File: config.mk
export PLATFORM = sky130hd
export DESIGN_NAME = zorro_autoconfig_chain_flat
export DESIGN_NICKNAME = d
export VERILOG_FILES = /design/src/rtl/zorro_autoconfig_chain_if.sv /design/src/rtl/zorro_autoconfig_chain.sv /design/src/flat_wrapper.sv
export SDC_FILE = /design/constraint.sdc
export NUM_CORES = 1
export LEC_CHECK = 0
export ABC_AREA = 1
export CORE_MARGIN = 5
export CORE_UTILIZATION = 50
export CTS_CLUSTER_SIZE = 10
export DETAILED_ROUTE_END_ITERATION = 6
export MAX_ROUTING_LAYER = met4
export PLACE_DENSITY = 0.81
export SLEW_MARGIN = 40
export SYNTH_ARGS = -nofsm -noshare
export SYNTH_HDL_FRONTEND = slang
export SYNTH_SLANG_ARGS = --single-unit
File: constraint.sdc
create_clock -name CPU_CLK -period 1.7 [get_ports CPU_CLK]
set_input_delay 0.34 -clock CPU_CLK [delete_from_list [all_inputs] [get_ports CPU_CLK]]
set_output_delay 0.34 -clock CPU_CLK [all_outputs]
set_load 0.02 [all_outputs]
File: src/rtl/zorro_autoconfig_chain_if.sv
// Zorro II AUTOCONFIG bus bundle shared by the CPU side and the board chain.
// master: the CPU / bus driver. slave: the AUTOCONFIG chain.
interface zorro_autoconfig_chain_if #(
    parameter int NUM_BOARDS = 3
);
    logic                         CPU_AS;
    logic                         UDS;
    logic                         LDS;
    logic                         RW;
    logic [23:1]                  ADDRESS;
    logic [3:0]                   DATA_IN;
    logic [3:0]                   DATA_OUT;
    logic                         DATA_OE;
    logic                         CFG_DTACK;
    logic [NUM_BOARDS-1:0]        BOARD_SEL;
    logic [NUM_BOARDS-1:0]        CONFIGURED;
    logic [NUM_BOARDS-1:0][7:0]   BASE_ADDR;

    modport master (
        output CPU_AS, UDS, LDS, RW, ADDRESS, DATA_IN,
        input  DATA_OUT, DATA_OE, CFG_DTACK, BOARD_SEL, CONFIGURED, BASE_ADDR
    );

    modport slave (
        input  CPU_AS, UDS, LDS, RW, ADDRESS, DATA_IN,
        output DATA_OUT, DATA_OE, CFG_DTACK, BOARD_SEL, CONFIGURED, BASE_ADDR
    );
endinterface

File: src/rtl/zorro_autoconfig_chain.sv
// Chain of NUM_BOARDS Zorro II AUTOCONFIG boards answering in the E8xxxx space.
// Only the lowest unconfigured, non-shut-up board answers; once a board is
// given its base address it decodes its own window through BOARD_SEL.
module zorro_autoconfig_chain #(
    parameter int                      NUM_BOARDS = 3,
    parameter logic [NUM_BOARDS*8-1:0] ER_TYPE    = {8'hC1, 8'hC1, 8'hE5},
    parameter logic [NUM_BOARDS*8-1:0] PRODUCT    = {8'h6A, 8'h69, 8'h68},
    parameter logic [15:0]             MFG_ID     = 16'h07DB,
    parameter logic [31:0]             SERIAL     = 32'h0000_0000,
    parameter int                      DTACK_WAIT = 1
) (
    input logic                     CPU_CLK,
    input logic                     RESET,
    zorro_autoconfig_chain_if.slave bus
);

    localparam logic [7:0] CFG_SPACE   = 8'hE8;
    localparam logic [6:0] OFF_BASE_HI = 7'h24;
    localparam logic [6:0] OFF_BASE_LO = 7'h25;
    localparam logic [6:0] OFF_SHUTUP  = 7'h26;

    typedef enum logic [1:0] {
        IDLE,
        ACCESS,
        ACK,
        WAIT_END
    } state_t;

    // Registered state
    state_t                     state;
    logic [2:0]                 wait_cnt;
    logic                       armed;        // CPU_AS seen high since the last cycle start
    logic [3:0]                 pending;      // low nibble of the next base address
    logic [NUM_BOARDS-1:0]      configured_q;
    logic [NUM_BOARDS-1:0]      shutup_q;
    logic [NUM_BOARDS-1:0][7:0] base_q;
    logic                       dtack_n_q;
    logic                       data_oe_q;
    logic [3:0]                 data_out_q;

    // Combinational decode
    logic [1:0]                 idx;
    logic                       done;
    logic [7:0]                 sel_er;
    logic [7:0]                 sel_prod;
    logic [6:0]                 offset;
    logic                       ds_low;
    logic                       in_range;
    logic                       start;
    logic [3:0]                 rd_nibble;
    logic [15:0]                mfg_sh;
    logic [31:0]                ser_sh;
    logic [2:0]                 ser_nib;
    logic [NUM_BOARDS-1:0]      board_sel;
    logic                       unused_addr;

    // Size code -> A[23:16] compare mask. Code 0 means 8 MB (128 x 64 KB).
    function automatic logic [7:0] size_mask(input logic [2:0] code);
        logic [7:0] units;
        units = (code == 3'd0) ? 8'd128 : (8'd1 << (code - 3'd1));
        return ~(units - 8'd1);
    endfunction

    assign offset      = bus.ADDRESS[7:1];
    assign ds_low      = !(bus.UDS && bus.LDS);
    assign in_range    = (bus.ADDRESS[23:16] == CFG_SPACE) && !bus.CPU_AS && !done;
    assign start       = (state == IDLE) && armed && in_range && ds_low;
    assign unused_addr = ^bus.ADDRESS[15:8];

    // Pick the active board: lowest index neither configured nor shut up.
    always_comb begin
        // NOTE: every always_comb output gets a default first so no path can infer a latch.
        done     = 1'b1;
        idx      = 2'd0;
        sel_er   = ER_TYPE[7:0];
        sel_prod = PRODUCT[7:0];
        for (int i = NUM_BOARDS - 1; i >= 0; i--) begin
            if (!configured_q[i] && !shutup_q[i]) begin
                done = 1'b0;
                idx  = 2'(i);
            end
        end
        for (int i = 0; i < NUM_BOARDS; i++) begin
            if (2'(i) == idx) begin
                sel_er   = ER_TYPE[i*8 +: 8];
                sel_prod = PRODUCT[i*8 +: 8];
            end
        end
    end

    // AUTOCONFIG ROM nibble for the current offset; everything but er_type is inverted.
    always_comb begin
        mfg_sh    = MFG_ID << {offset[1:0], 2'b00};
        // 0x0C..0x13 maps to nibble 0..7: the 3-bit subtraction wraps 0x10..0x13 onto 4..7.
        ser_nib   = offset[2:0] - 3'd4;
        ser_sh    = SERIAL << {ser_nib, 2'b00};
        rd_nibble = 4'hF;
        if (offset == 7'h00)
            rd_nibble = sel_er[7:4];
        else if (offset == 7'h01)
            rd_nibble = sel_er[3:0];
        else if (offset == 7'h02)
            rd_nibble = ~sel_prod[7:4];
        else if (offset == 7'h03)
            rd_nibble = ~sel_prod[3:0];
        else if (offset inside {7'h04, 7'h05})
            rd_nibble = ~4'h0;
        else if (offset inside {[7'h08:7'h0B]})
            rd_nibble = ~mfg_sh[15:12];
        else if (offset inside {[7'h0C:7'h13]})
            rd_nibble = ~ser_sh[31:28];
        else if (offset inside {7'h20, 7'h21})
            rd_nibble = 4'h0;
    end

    // Per-board window decode for configured boards, masked to the board size.
    always_comb begin
        board_sel = '0;
        for (int i = 0; i < NUM_BOARDS; i++) begin
            board_sel[i] = configured_q[i] && !bus.CPU_AS &&
                           ((bus.ADDRESS[23:16] & size_mask(ER_TYPE[i*8 +: 3])) ==
                            (base_q[i]          & size_mask(ER_TYPE[i*8 +: 3])));
        end
    end

    // Bus-cycle FSM with registered DTACK/OE/data; config writes land on cycle start.
    always_ff @(posedge CPU_CLK or posedge RESET) begin
        if (RESET) begin
            state        <= IDLE;
            wait_cnt     <= 3'd0;
            armed        <= 1'b0;
            pending      <= 4'h0;
            configured_q <= '0;
            shutup_q     <= '0;
            // NOTE: base_q is a few flip-flops rather than a RAM, so it shares the async reset.
            base_q       <= '0;
            dtack_n_q    <= 1'b1;
            data_oe_q    <= 1'b0;
            data_out_q   <= 4'hF;
        end else begin
            // NOTE: non-blocking assignments throughout so every register sees pre-edge values.
            if (bus.CPU_AS)
                armed <= 1'b1;

            case (state)
                IDLE: begin
                    if (start) begin
                        armed     <= 1'b0;
                        state     <= ACCESS;
                        wait_cnt  <= 3'd1;
                        data_oe_q <= bus.RW;
                        if (bus.RW) begin
                            data_out_q <= rd_nibble;
                        end else begin
                            if (offset == OFF_BASE_LO)
                                pending <= bus.DATA_IN;
                            for (int i = 0; i < NUM_BOARDS; i++) begin
                                if (2'(i) == idx) begin
                                    if (offset == OFF_BASE_HI) begin
                                        base_q[i]       <= {bus.DATA_IN, pending};
                                        configured_q[i] <= 1'b1;
                                    end
                                    if (offset == OFF_SHUTUP)
                                        shutup_q[i] <= 1'b1;
                                end
                            end
                        end
                    end
                end

                ACCESS: begin
                    if (bus.CPU_AS) begin
                        state     <= IDLE;
                        data_oe_q <= 1'b0;
                    end else if (wait_cnt == 3'(DTACK_WAIT)) begin
                        state     <= ACK;
                        dtack_n_q <= 1'b0;
                    end else begin
                        wait_cnt <= wait_cnt + 3'd1;
                    end
                end

                ACK: begin
                    if (bus.CPU_AS) begin
                        state     <= IDLE;
                        dtack_n_q <= 1'b1;
                        data_oe_q <= 1'b0;
                    end else begin
                        state <= WAIT_END;
                    end
                end

                WAIT_END: begin
                    if (bus.CPU_AS) begin
                        state     <= IDLE;
                        dtack_n_q <= 1'b1;
                        data_oe_q <= 1'b0;
                    end
                end

                default: begin
                    state     <= IDLE;
                    dtack_n_q <= 1'b1;
                    data_oe_q <= 1'b0;
                end
            endcase
        end
    end

    assign bus.DATA_OUT   = data_out_q;
    assign bus.DATA_OE    = data_oe_q;
    assign bus.CFG_DTACK  = dtack_n_q;
    assign bus.BOARD_SEL  = board_sel;
    assign bus.CONFIGURED = configured_q;
    assign bus.BASE_ADDR  = base_q;

endmodule

File: src/flat_wrapper.sv
// flat-port wrapper written by rule: the top's interface ports become plain ports
module zorro_autoconfig_chain_flat 
#(
    parameter int                      NUM_BOARDS = 3,
    parameter logic [NUM_BOARDS*8-1:0] ER_TYPE    = {8'hC1, 8'hC1, 8'hE5},
    parameter logic [NUM_BOARDS*8-1:0] PRODUCT    = {8'h6A, 8'h69, 8'h68},
    parameter logic [15:0]             MFG_ID     = 16'h07DB,
    parameter logic [31:0]             SERIAL     = 32'h0000_0000,
    parameter int                      DTACK_WAIT = 1
)
  (CPU_CLK, RESET, bus_CPU_AS, bus_UDS, bus_LDS, bus_RW, bus_ADDRESS, bus_DATA_IN, bus_DATA_OUT, bus_DATA_OE, bus_CFG_DTACK, bus_BOARD_SEL, bus_CONFIGURED, bus_BASE_ADDR);
  zorro_autoconfig_chain_if #(.NUM_BOARDS(NUM_BOARDS)) bus_i ();
  input logic CPU_CLK;
  input logic RESET;
  input wire logic [$bits(bus_i.CPU_AS)-1:0] bus_CPU_AS;
  input wire logic [$bits(bus_i.UDS)-1:0] bus_UDS;
  input wire logic [$bits(bus_i.LDS)-1:0] bus_LDS;
  input wire logic [$bits(bus_i.RW)-1:0] bus_RW;
  input wire logic [$bits(bus_i.ADDRESS)-1:0] bus_ADDRESS;
  input wire logic [$bits(bus_i.DATA_IN)-1:0] bus_DATA_IN;
  output wire logic [$bits(bus_i.DATA_OUT)-1:0] bus_DATA_OUT;
  output wire logic [$bits(bus_i.DATA_OE)-1:0] bus_DATA_OE;
  output wire logic [$bits(bus_i.CFG_DTACK)-1:0] bus_CFG_DTACK;
  output wire logic [$bits(bus_i.BOARD_SEL)-1:0] bus_BOARD_SEL;
  output wire logic [$bits(bus_i.CONFIGURED)-1:0] bus_CONFIGURED;
  output wire logic [$bits(bus_i.BASE_ADDR)-1:0] bus_BASE_ADDR;
  assign bus_i.CPU_AS = bus_CPU_AS;
  assign bus_i.UDS = bus_UDS;
  assign bus_i.LDS = bus_LDS;
  assign bus_i.RW = bus_RW;
  assign bus_i.ADDRESS = bus_ADDRESS;
  assign bus_i.DATA_IN = bus_DATA_IN;
  assign bus_DATA_OUT = bus_i.DATA_OUT;
  assign bus_DATA_OE = bus_i.DATA_OE;
  assign bus_CFG_DTACK = bus_i.CFG_DTACK;
  assign bus_BOARD_SEL = bus_i.BOARD_SEL;
  assign bus_CONFIGURED = bus_i.CONFIGURED;
  assign bus_BASE_ADDR = bus_i.BASE_ADDR;
  zorro_autoconfig_chain #(.NUM_BOARDS(NUM_BOARDS), .ER_TYPE(ER_TYPE), .PRODUCT(PRODUCT), .MFG_ID(MFG_ID), .SERIAL(SERIAL), .DTACK_WAIT(DTACK_WAIT)) u_core (.CPU_CLK(CPU_CLK), .RESET(RESET), .bus(bus_i));
endmodule
==> CHANGELOG.md, run 1 <==
## Implementation

* Final #Nets at 555
* Place WS at -731 ps
* Met2 WL at ~4800 microns
* Top non-seq family: simple AND/OR/NAND/NOR gates
* Worst path cell trace: nor2_1, a221oi_2, nand3_1, nor2_2, buf_4
* Fmax at roughly 0.54 GHz
* Worst path buffer plus inverter count at 1
* Largest class: multi-input combinational cells
* Gate power share at 0.128
* Worst setup path endpoint: bus_BOARD_SEL[2]
* Die H at roughly 84 microns
* Clk root buf: clkbuf_8
* Sequential power share at 0.531
* N_diodes at 0
* CTS H-Tree Depth at 2
* Crit path launch: u_core.bus.BASE_ADDR[18]
* Non-clk buf share at 0.270
* Initial DRC Count at 132
* XOR Share, Synth at 0.0286
* Pin count of the biggest net entering global routing at 36
* Layout cells sized above 1 at 0.318
* Fill count at 341
* Num CTS Buffers at 5
* Worst setup margin at -165 ps
* Non-Clock Buffer Count at 137
* Clk latency late pin at 300 ps
* Initial antenna violation count at 0
* Dominant synthesized flop cell: dfrtp_1
* # Post-CTS Setup Buffers at 6
* Register area at 0.00116 sq mm
* Placed cells at approximately 560
* Critical Path RT at 1360 ps
* Final non-filler cell total at between 500 and 600
* Setup crit end kind: output port
* DIE WIDTH at between 80 and 90 microns
* Ys async rst share at 1.00
* CP startpoint kind: register
* GP Congestion at roughly 0.88
* Wl on met1 at roughly 3600 microns
* Hold Path Class: input pin to asynchronous set/reset pin
* Slew HR at 0.676
* Post-synth regs at 46
* Met3 Usage GRT at 0.0393
* Status: finished with violations
* Overall power at a little over 2 mW
* Cells after synthesis at 370
* Log Warnings at 41
* Max-cap viol count at 0
* Dominant cell type by area after synthesis: dfrtp_1
* DP HPWL at 5850 microns
* Most instantiated logic cells after routing: 83 x inv_1, 77 x nand2_1, 74 x buf_4
* DR vias/cell at 5.18
* Final setup fails at 4
* Post-DP Area at between 0.003 and 0.004 sq mm
* Area fraction in mux cells at 0
* Clk power at just over 700 uW
* RSZ-0062 raised after global routing: yes
* GRT Total Usage at 0.234
* Crit path kind: register to output port
* Clock power share at 0.342
* Sw Ratio at 0.251
* Crit path DAT at between 1500 and 2000 ps
* Total congestion overflow at 0
* Final Hold Viols at 0
* N_taps at 72
* CP max-delay cell: dfrtp_1
* Failing checks: negative setup slack
* Internal Power at 1.54 mW
* Most common cell in the netlist: inv_1
* Cells in synth_stat.txt at 370
* Mapped Area at about 0.0028 sq mm
* Avg Inst Size Synth at 7.46 sq um
* Critical path's top delay family: flip-flops
* Synth Seq Share at 0.419
* Seq group at around 1.1 mW
* Setup Skew at around 7.5 ps
* Top cells by area: dfrtp_1 37%, inv_1 13%, nand2_1 11%
* Clk tree area frac at 0.0209
* YS warnings at 0
* WHS at 278 ps
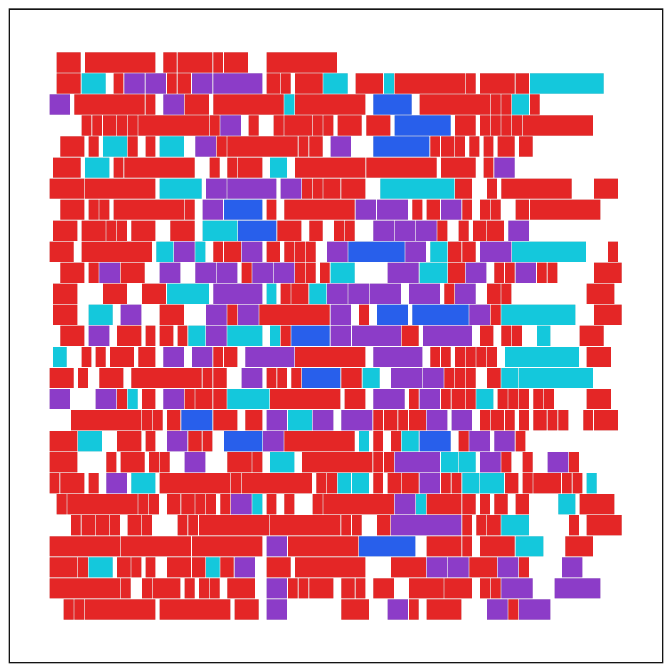
run_1/drive_strength.png
- drive 3 to 4: purple (cells 94; share 18%)
- drive 1 or less: red (cells 352; share 68%)
- drive 2: cyan (cells 56; share 11%)
- drive 6 and up: blue (cells 14; share 2.7%)
Layout area overhead: 58.5%
worst setup margin: -165 ps

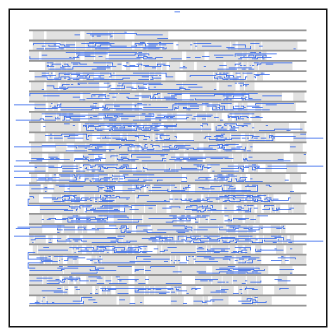
run_1/met1.png
Supply wires on this layer in gray.
- wire length on this layer: 3550 microns
- longest straight run: 28.1 microns
routed via count: 3044
total wire length: 9250 microns
routing usage on met1: 0.265

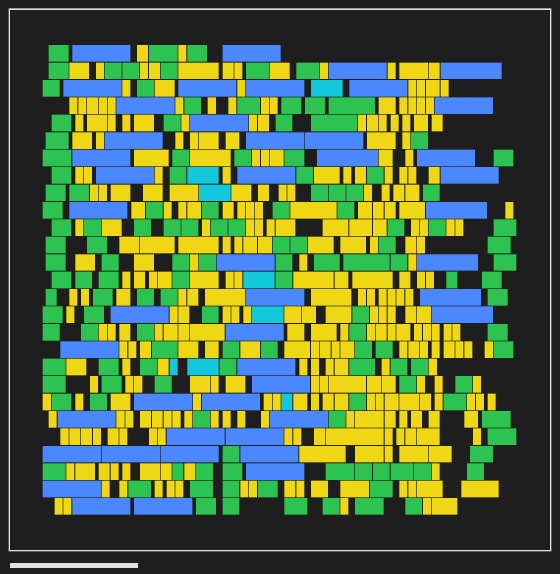
run_1/cell_classes.png
Scale bar: 20 microns.
- clock drivers and dummy loads: cyan (cells 8)
- flip-flops: blue (cells 46)
- all other logic: yellow (cells 325)
- other buffers and delay cells: green (cells 137)
core area: 0.00544 sq mm
fin util: 0.804
post-route cell area: 0.00438 sq mm
flop share of the area: 0.265
row cnt: 27

==> run 1 -> run 2 <==
- CORE_UTILIZATION: 50 -> 30
- DONT_BUFFER_PORTS: not set -> 1
- PLACE_DENSITY: 0.81 -> not set
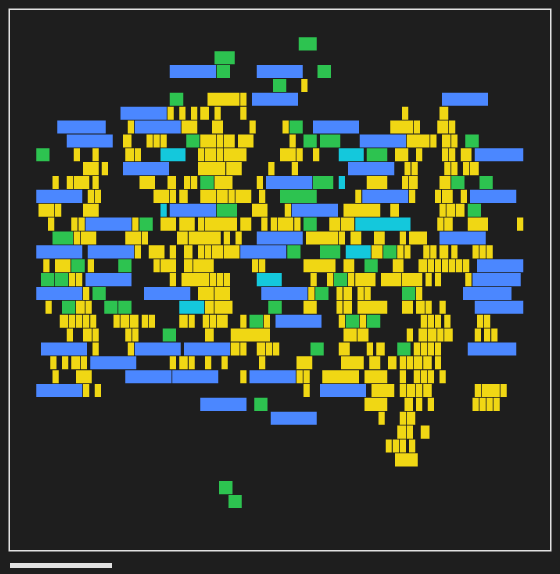
run_2/cell_classes.png
Scale bar: 20 microns.
post-route cell area: 0.00358 sq mm
row cnt: 35
core area: 0.00911 sq mm
flop share of the area: 0.324

==> run 2 against run 1 <==
  * The run still ends with negative setup slack left
  * Synthesized cell count did not move
  * Non-clock buffer count fell by 89
  * Die area rose by 58%
  * Sequential share of layout area rose by 5.9 points
  * Worst setup slack improved by 21 ps
  * Register-to-register slack improved by 30 ps
==> CHANGELOG.md, run 2 <==
## Implementation

* Status: finished with violations (unchanged)
* Failing checks: negative setup slack (unchanged)
* Avg Inst Size Synth at 7.46 sq um (unchanged)
* Cells after synthesis at 370 (unchanged)
* Most instantiated logic cell after routing: inv_1 (unchanged)
* Pin count of the biggest net entering global routing at 27 (was 36)
* CP startpoint kind: register (unchanged)
* Internal Power at 1.58 mW (was 1.54 mW)
* DIE WIDTH at 106 microns (was 84.3 microns)
* WHS at 138 ps (was 278 ps)
* Crit path launch: u_core.bus.BASE_ADDR[14] (was u_core.bus.BASE_ADDR[18])
* Met3 Usage GRT at 0.0443 (was 0.0393)
* Overall power at 2.05 mW (was 2.06 mW)
* Critical path's top delay family: simple AND/OR/NAND/NOR gates (was flip-flops)
* Top cells by area: dfrtp_1 37%, inv_1 13%, nand2_1 11% (unchanged)
* Flop2flop setup slack at 30 ps (was 0 ps)
* Final Hold Viols at 0 (unchanged)
* Max-cap viol count at 0 (unchanged)
* Sw Ratio at 0.230 (was 0.251)
* Ys async rst share at 1.00 (unchanged)
* Number of global-route vias before repair at 2495 (was 2970)
* Slew HR at 0.664 (was 0.676)
* Routed via count at 2583 (was 3044)
* Fin util at 0.393 (was 0.804)
* Final non-filler cell total at 538 (was 588)
* Critical Path RT at 1360 ps (about the same)
* Area fraction in mux cells at 0 (unchanged)
* Synth Seq Share at 0.419 (unchanged)
* Mapped Area at 0.00276 sq mm (unchanged)
* Dominant cell type by area after synthesis: dfrtp_1 (unchanged)
* Post-synth regs at 46 (unchanged)
* Worst setup path endpoint: bus_BOARD_SEL[1] (was bus_BOARD_SEL[2])
* YS warnings at 0 (unchanged)
* Die H at 106 microns (was 84.3 microns)
* Register area at 0.00116 sq mm (unchanged)
* Clk tree area frac at 0.0297 (was 0.0209)
* DP HPWL at 5760 microns (was 5850 microns)
* Clock power share at 0.409 (was 0.342)
* Cells in synth_stat.txt at 370 (unchanged)
* Hold Path Class: input pin to register (was input pin to asynchronous set/reset pin)
* Place WS at 22.6 ps (was -731 ps)
* RSZ-0062 raised after global routing: yes (unchanged)
* Most instantiated logic cells after routing: 88 x inv_1, 82 x nand2_1, 40 x dfrtp_1 (was 83 x inv_1, 77 x nand2_1, 74 x buf_4)
* Gate power share at 0.058 (was 0.128)
* Dominant synthesized flop cell: dfrtp_1 (unchanged)
* Setup crit end kind: output port (unchanged)
* Non-Clock Buffer Count at 48 (was 137)
* Layout area overhead at 29.7% (was 58.5%)
* Most common cell in the netlist: inv_1 (unchanged)
* GP Congestion at 0.812 (was 0.880)
* Clk power at 837 uW (was 704 uW)
* Clk root buf: clkbuf_8 (unchanged)
* Crit path DAT at 1500 ps (was 1530 ps)
* Worst setup margin at -144 ps (was -165 ps)
* CTS H-Tree Depth at 2 (unchanged)
* Met2 WL at 4030 microns (was 4850 microns)
* Initial antenna violation count at 0 (unchanged)
* Placed cells at 511 (was 562)
* Final setup fails at 3 (was 4)
* Worst path buffer plus inverter count at 2 (was 1)
* Setup Skew at 5.97 ps (was 7.45 ps)
* Routing usage on met1 at 0.158 (was 0.265)
* Top non-seq family: simple AND/OR/NAND/NOR gates (unchanged)
* Log Warnings at 41 (unchanged)
* Clk latency late pin at 300 ps (about the same)
* Seq group at 1.09 mW (about the same)
* # Post-CTS Setup Buffers at 2 (was 6)
* Sequential power share at 0.534 (was 0.531)
* Total wire length at 8050 microns (was 9250 microns)
* N_taps at 111 (was 72)
* Worst path cell trace: inv_2, nor2_4, nor4_4, nand3_1, nor2_2, buf_6 (was nor2_1, a221oi_2, nand3_1, nor2_2, buf_4)
* Wl on met1 at 3340 microns (was 3550 microns)
* Fmax at 0.542 GHz (was 0.536 GHz)
* Num CTS Buffers at 5 (unchanged)
* GRT Total Usage at 0.141 (was 0.234)
* Post-DP Area at 0.00313 sq mm (was 0.00390 sq mm)
* Non-clk buf share at 0.112 (was 0.270)
* Total congestion overflow at 0 (unchanged)
* Layout cells sized above 1 at 0.258 (was 0.318)
* XOR Share, Synth at 0.0286 (unchanged)
* DR vias/cell at 4.80 (was 5.18)
* Worst path depth at 6 (was 5)
* N_diodes at 0 (unchanged)
* Initial DRC Count at 127 (was 132)
* Final #Nets at 466 (was 555)
* Fill count at 957 (was 341)
==> run 2 -> run 3 <==
- TNS_END_PERCENT: not set -> 50
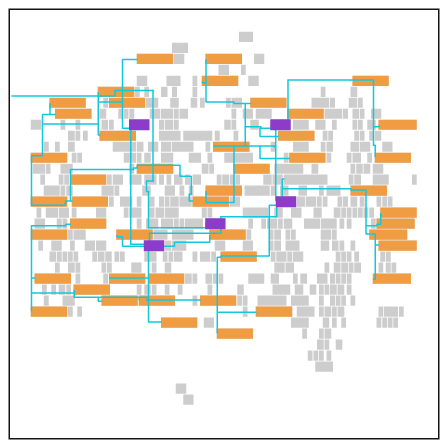
run_3/clock_map.png
- cells driving clock nets: purple (count 5)
- clock wires: cyan (length 747 microns)
- flip-flops: orange (count 46)
- routed clock nets: 6

==> run 3 against run 2 <==
  * The run still ends with negative setup slack left
  * Cell count down 1.1%
  * Sequential power hardly changed
  * Clock skew grew 1.7 ps
  * Worst setup slack improved by 13 ps
  * Non-clock buffer count shrank 5
  * Synthesized cell count did not move
  * Total power barely moved
  * Global-route usage about the same
  * Maximum frequency increased by 0.73%
  * Combinational power is essentially flat
  * First-iteration DRC count is 20% lower
  * Flip-flop count stayed put
==> CHANGELOG.md, run 3 <==
## Implementation

* Initial antenna violation count at 0 (unchanged)
* Met2 WL at 3910 microns (was 4030 microns)
* # Post-CTS Setup Buffers at 2 (unchanged)
* Flop2flop setup slack at 10 ps (was 30 ps)
* Routed via count at 2530 (was 2583)
* Total wire length at 7910 microns (was 8050 microns)
* Log Warnings at 41 (unchanged)
* Crit path kind: register to output port (unchanged)
* Clock power share at 0.409 (about the same)
* Clk root buf: clkbuf_8 (unchanged)
* Worst path cell trace: xor2_1, a221oi_1, nand3_1, nor2_2, buf_6 (was inv_2, nor2_4, nor4_4, nand3_1, nor2_2, buf_6)
* Cells after synthesis at 370 (unchanged)
* Worst setup margin at -131 ps (was -144 ps)
* Avg Inst Size Synth at 7.46 sq um (unchanged)
* Post-synth regs at 46 (unchanged)
* Gate power share at 0.057 (was 0.058)
* Fill count at 975 (was 957)
* Final non-filler cell total at 532 (was 538)
* Post-route cell area at 0.00347 sq mm (was 0.00358 sq mm)
* YS warnings at 0 (unchanged)
* Mapped Area at 0.00276 sq mm (unchanged)
* WHS at 135 ps (was 138 ps)
* Number of global-route vias before repair at 2491 (was 2495)
* Logic share of the area at 0.393 (was 0.398)
* Synth Seq Share at 0.419 (unchanged)
* Wl on met1 at 3260 microns (was 3340 microns)
* Worst setup path endpoint: bus_BOARD_SEL[1] (unchanged)
* Dominant synthesized flop cell: dfrtp_1 (unchanged)
* Core area at 0.00911 sq mm (unchanged)
* Critical path's top delay family: flip-flops (was simple AND/OR/NAND/NOR gates)
* Top layer in use: met4 (unchanged)
* Initial DRC Count at 102 (was 127)
* Die H at 106 microns (unchanged)
* Layout area overhead at 25.9% (was 29.7%)
* Final Hold Viols at 0 (unchanged)
* Sequential power share at 0.533 (was 0.534)
* Clk power at 839 uW (was 837 uW)
* Max-cap viol count at 0 (unchanged)
* Fraction of the mapped netlist area in adder cells at 0.0317 (unchanged)
* Place WS at 22.6 ps (unchanged)
* Row cnt at 35 (unchanged)
* Top cells by area: dfrtp_1 37%, inv_1 13%, nand2_1 11% (unchanged)
* Largest class: multi-input combinational cells (unchanged)
* Fin util at 0.381 (was 0.393)
* Post-DP Area at 0.00313 sq mm (unchanged)
* GRT Max-Usage Layer: met2 (unchanged)
* GP Congestion at 0.812 (unchanged)
* Failing checks: negative setup slack (unchanged)
* Most instantiated logic cells after routing: 88 x inv_1, 82 x nand2_1, 41 x dfrtp_1 (was 88 x inv_1, 82 x nand2_1, 40 x dfrtp_1)
* CP max-delay cell: dfrtp_1 (unchanged)
* Slew HR at 0.662 (was 0.664)
* Total congestion overflow at 0 (unchanged)
* N_taps at 111 (unchanged)
* Sw Ratio at 0.230 (about the same)
* Critical Path RT at 1360 ps (about the same)
* DR vias/cell at 4.76 (was 4.80)
* DIE WIDTH at 106 microns (unchanged)
* Register area at 0.00116 sq mm (about the same)
* CTS H-Tree Depth at 2 (unchanged)
* Seq group at 1.09 mW (about the same)
* Crit path DAT at 1490 ps (was 1500 ps)
* DP HPWL at 5760 microns (unchanged)
* Routing usage on met1 at 0.158 (unchanged)
* XOR Share, Synth at 0.0286 (unchanged)
* Num CTS Buffers at 5 (unchanged)
* Setup crit end kind: output port (unchanged)
* Area fraction in mux cells at 0 (unchanged)
* Pin count of the biggest net entering global routing at 27 (unchanged)
* Final setup fails at 3 (unchanged)
* Final #Nets at 460 (was 466)
* Clk latency late pin at 310 ps (was 300 ps)
* Cells in synth_stat.txt at 370 (unchanged)
* Dominant cell type by area after synthesis: dfrtp_1 (unchanged)
* Non-Clock Buffer Count at 43 (was 48)
* Layout cells sized above 1 at 0.233 (was 0.258)
* Placed cells at 511 (unchanged)
* Worst path depth at 5 (was 6)
* Top non-seq family: simple AND/OR/NAND/NOR gates (unchanged)
* Clk tree area frac at 0.0306 (was 0.0297)
* Worst path buffer plus inverter count at 1 (was 2)
* RSZ-0062 raised after global routing: yes (unchanged)
* Setup Skew at 7.65 ps (was 5.97 ps)
* Most instantiated logic cell after routing: inv_1 (unchanged)
* Non-clk buf share at 0.103 (was 0.112)
* Crit path launch: u_core.bus.BASE_ADDR[8] (was u_core.bus.BASE_ADDR[14])
* GRT Total Usage at 0.141 (about the same)
* Fmax at 0.546 GHz (was 0.542 GHz)
* Status: finished with violations (unchanged)
No activity file was given, so power comes from the tool's default toggle rates.
